==> src/rtl/filter_config_scheduler.sv <==
// rtl/filter_config_scheduler.sv - frame-synchronous scheduler for the Filter_Pipe configuration word
//
// Arbitrates filter-mode change requests from the switch bank and the touch
// panel and commits at most one change per LTM_VD falling edge, so the pipe
// never changes mode mid-frame. After each commit a dwell of HOLD_FRAMES
// vsync edges must pass before the next commit can be scheduled.
//
// Parameters:
//   CFG_W        width of Filter_config (>= 6)
//   HOLD_FRAMES  vsync edges of dwell after a commit (>= 1)
//   FCNT_W       width of Frame_count
//
// Ports:
//   Clock          in   system clock
//   Resetn         in   synchronous, active-low reset
//   Enable         in   scheduler enable; low forces IDLE and drops requests
//   LTM_VD         in   LCD vertical sync, active low
//   Sw_req/Sw_cfg  in   1-cycle switch request and its 4-bit mode
//   Tp_req/Tp_cfg  in   1-cycle touch request and its 4-bit mode (wins ties)
//   Filter_config  out  committed configuration word
//   Cfg_update     out  1-cycle pulse in the cycle Filter_config changes
//   Busy           out  high while a request is pending or dwell is active
//   Frame_count    out  vsync falling edges seen while Enable=1 (wraps)
//
// Build option FILTER_CFG_SOURCE_TAG_EN: when defined, Filter_config[5:4]
// carries the source of the committed mode (01 switch, 10 touch).

module filter_config_scheduler #(
  parameter int CFG_W       = 32,
  parameter int HOLD_FRAMES = 2,
  parameter int FCNT_W      = 16
) (
  input  logic              Clock,
  input  logic              Resetn,
  input  logic              Enable,
  input  logic              LTM_VD,
  input  logic              Sw_req,
  input  logic [3:0]        Sw_cfg,
  input  logic              Tp_req,
  input  logic [3:0]        Tp_cfg,
  output logic [CFG_W-1:0]  Filter_config,
  output logic              Cfg_update,
  output logic              Busy,
  output logic [FCNT_W-1:0] Frame_count
);

  localparam int HW = (HOLD_FRAMES > 1) ? $clog2(HOLD_FRAMES) : 1;

  typedef enum logic [1:0] {
    IDLE    = 2'd0,
    PENDING = 2'd1,
    APPLY   = 2'd2,
    HOLD    = 2'd3
  } state_t;

  state_t           state;
  logic             vd_q;
  logic             vs_edge;
  logic             pending;
  logic             pend_tp;
  logic [3:0]       pend_cfg;
  logic [HW-1:0]    hold_cnt;
  logic             pend_live;
  logic [3:0]       cur_cfg;
  logic             take_tp;
  logic             take_sw;
  logic [CFG_W-1:0] commit_word;

  // First cycle LTM_VD is seen low.
  assign vs_edge = vd_q & ~LTM_VD;

  // In APPLY the latched request is being consumed this cycle: it no longer
  // blocks or shields a new request, and the mode it is about to become is
  // the reference for dropping duplicates.
  assign pend_live = pending & (state != APPLY);
  assign cur_cfg   = (state == APPLY) ? pend_cfg : Filter_config[3:0];

  // A duplicate of the current mode with nothing pending is dropped.
  // A pending touch request is never displaced by a switch request.
  assign take_tp = pend_live | (Tp_cfg != cur_cfg);
  assign take_sw = ~(pend_live & pend_tp) & (pend_live | (Sw_cfg != cur_cfg));

  assign Busy = (state != IDLE) | pending;

  always_comb begin
    commit_word      = '0;
    commit_word[3:0] = pend_cfg;
`ifdef FILTER_CFG_SOURCE_TAG_EN
    commit_word[5:4] = pend_tp ? 2'b10 : 2'b01;
`endif
  end

  always_ff @(posedge Clock) begin
    if (!Resetn) begin
      state         <= IDLE;
      vd_q          <= 1'b1;
      pending       <= 1'b0;
      pend_tp       <= 1'b0;
      pend_cfg      <= 4'h0;
      hold_cnt      <= '0;
      Filter_config <= '0;
      Cfg_update    <= 1'b0;
      Frame_count   <= '0;
    end else begin
      vd_q       <= LTM_VD;
      Cfg_update <= 1'b0;

      if (!Enable) begin
        state    <= IDLE;
        pending  <= 1'b0;
        pend_tp  <= 1'b0;
        pend_cfg <= 4'h0;
        hold_cnt <= '0;
      end else begin
        if (vs_edge) begin
          Frame_count <= Frame_count + FCNT_W'(1);
        end

        case (state)
          IDLE: begin
            if (pending) begin
              state <= PENDING;
            end
          end
          PENDING: begin
            if (vs_edge) begin
              state <= APPLY;
            end
          end
          APPLY: begin
            Filter_config <= commit_word;
            Cfg_update    <= 1'b1;
            pending       <= 1'b0;
            hold_cnt      <= HW'(HOLD_FRAMES - 1);
            state         <= HOLD;
          end
          HOLD: begin
            if (vs_edge) begin
              if (hold_cnt == '0) begin
                state <= pending ? PENDING : IDLE;
              end else begin
                hold_cnt <= hold_cnt - HW'(1);
              end
            end
          end
          default: state <= IDLE;
        endcase

        // Placed after the FSM so a request arriving during APPLY survives
        // the pending clear of the commit it follows.
        if (Tp_req) begin
          if (take_tp) begin
            pending  <= 1'b1;
            pend_tp  <= 1'b1;
            pend_cfg <= Tp_cfg;
          end
        end else if (Sw_req) begin
          if (take_sw) begin
            pending  <= 1'b1;
            pend_tp  <= 1'b0;
            pend_cfg <= Sw_cfg;
          end
        end
      end
    end
  end

endmodule

==> config.mk <==
export PLATFORM = sky130hd
export DESIGN_NAME = filter_config_scheduler
export DESIGN_NICKNAME = d
export VERILOG_FILES = /design/src/rtl/filter_config_scheduler.sv
export SDC_FILE = /design/constraint.sdc
export NUM_CORES = 1
export LEC_CHECK = 0
export CAP_MARGIN = 20
export CORE_MARGIN = 4
export CORE_UTILIZATION = 46
export CTS_CLUSTER_SIZE = 20
export DETAILED_ROUTE_END_ITERATION = 6
export GPL_TIMING_DRIVEN = 0
export PLACE_DENSITY = 0.81
export SLEW_MARGIN = 40
export SYNTH_ARGS = -nofsm -noshare
export SYNTH_HDL_FRONTEND = slang
export SYNTH_SLANG_ARGS = --single-unit
==> constraint.sdc <==
create_clock -name Clock -period 2.4 [get_ports Clock]
set_input_delay 0.48 -clock Clock [delete_from_list [all_inputs] [get_ports Clock]]
set_output_delay 0.48 -clock Clock [all_outputs]
set_load 0.02 [all_outputs]
Figure 1. M1 wires.
Supply wires on this layer in gray.
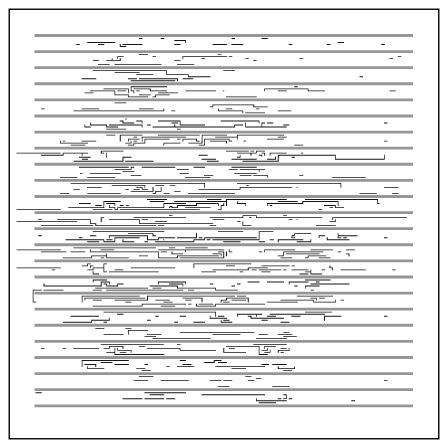
- longest straight run: 22.5 µm
- share of all routed wire: 46%

Figure 2. Metal 2.
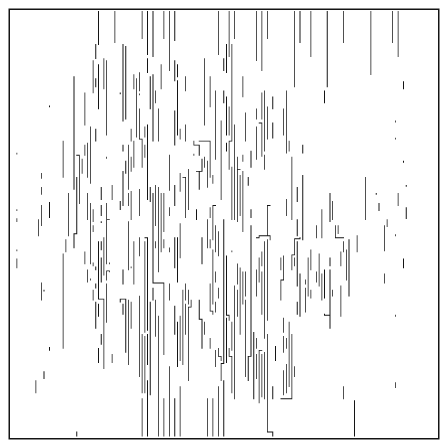
- share of all routed wire: 47%
- main direction: vertical
- wire length on this layer: 1,790 µm
- nets with wire on the layer: 243
- longest straight run: 24.3 µm

worst min-delay path: cells and delay by family (launching register included):
kind	cells	cell delay, ns
compound gates	2	0.12
flops	1	0.31
worst max-delay path by stage:
stage | start | end | slack (ns) | depth (start not counted)
floorplan | state[0]$_SDFFE_PN0P_ | pend_cfg[0]$_SDFFE_PN0P_ | 0.46 | 8
global placement | LTM_VD | Frame_count[15]$_SDFFE_PN0P_ | 0.01 | 7
detailed placement | LTM_VD | Frame_count[15]$_SDFFE_PN0P_ | -0.06 | 7
CTS | state[0]$_SDFFE_PN0P_ | pend_cfg[3]$_SDFFE_PN0P_ | 0.23 | 8
global route | LTM_VD | Frame_count[15]$_SDFFE_PN0P_ | 0.0005 | 7
finish | LTM_VD | Frame_count[15]$_SDFFE_PN0P_ | 0.21 | 7
cells by family after synthesis:
logic type      after synthesis
other cells                   1
buf+inv                      38
xor+xnor                     22
compound gates               22
mux                          14
simple gates                 79
flops                        31
fa+ha+maj                     6
power breakdown:
group          internal, mW  total (mW)  leakage [nW]  switching, mW
combinational        0.0900       0.191         0.756          0.101
clock                 0.335       0.520        0.0612          0.185
sequential            0.523       0.532         0.251        0.00846
registers in the layout, indices dropped and copies added, names as in the netlist:
name           flops
vd_q               1
Frame_count       16
Cfg_update         1
pend_cfg           4
Filter_config      4
hold_cnt           1
state              2
pending            1
pend_tp            1
cell type report:
class                           instances  area (µm²)
Clock inverter                          2        35.0
Inverter                                2        7.51
Buffer                                 36         249
Clock buffer                            6        82.6
Sequential cell                        31         621
Fill cell                             335        1480
Multi-Input combinational cell        171        1130
Timing Repair Buffer                   34         340
Tap cell                               50        62.6
layer usage:
metal,vias to the layer above,wire length (µm)
li1,798,-
met1,710,1730
met2,43,1790
met3,6,216
met4,0,70
met5,-,0
==> Changelog: implementation <==
### Implementation results

* Status: finished, final reports clean
* Initial antenna violation count at 0
* Power consumption at approximately 1.2 mW
* Root buffer cell: clkbuf_8
* Critical Path End Type: flop
* Layout area overhead at 32.7%
* Dpl hpwl at 2970 µm
* CTS resizes at 0
* Top cells by area: dfxtp_1 33%, buf_4 11%, xnor2_1 7.4%
* Top comb family, area: simple AND/OR/NAND/NOR gates
* R2r endpoint: pend_cfg[3]$_SDFFE_PN0P_
* Crit Path Max Fanout at 8
* Crit start category: primary input
* Synth area leader: dfxtp_1
* GRT busiest layer: met2
* Largest delay share family, worst path: simple AND/OR/NAND/NOR gates
* Synth top cells by count: 31 x dfxtp_1, 28 x buf_4, 26 x nand2_1
* Min Tclk post-route at 2.19 ns
* Max Transition Viols Final at 0
* CTS HTree Levels at 2
* Clock skew at 0.00305 ns
* Starting DRT DRC Count at 33
* First-pass GRT wire length at 6410 µm
* Vias/cell at 4.69
* Post-synthesis cell area at 0.00190 mm²
* Count of library flops with an enable pin at 0
* Power Density at 493 mW/mm²
* Endpoints failing setup at 0
* Area after DPL at 0.00241 mm²
Power and IR drop assume default switching activity.
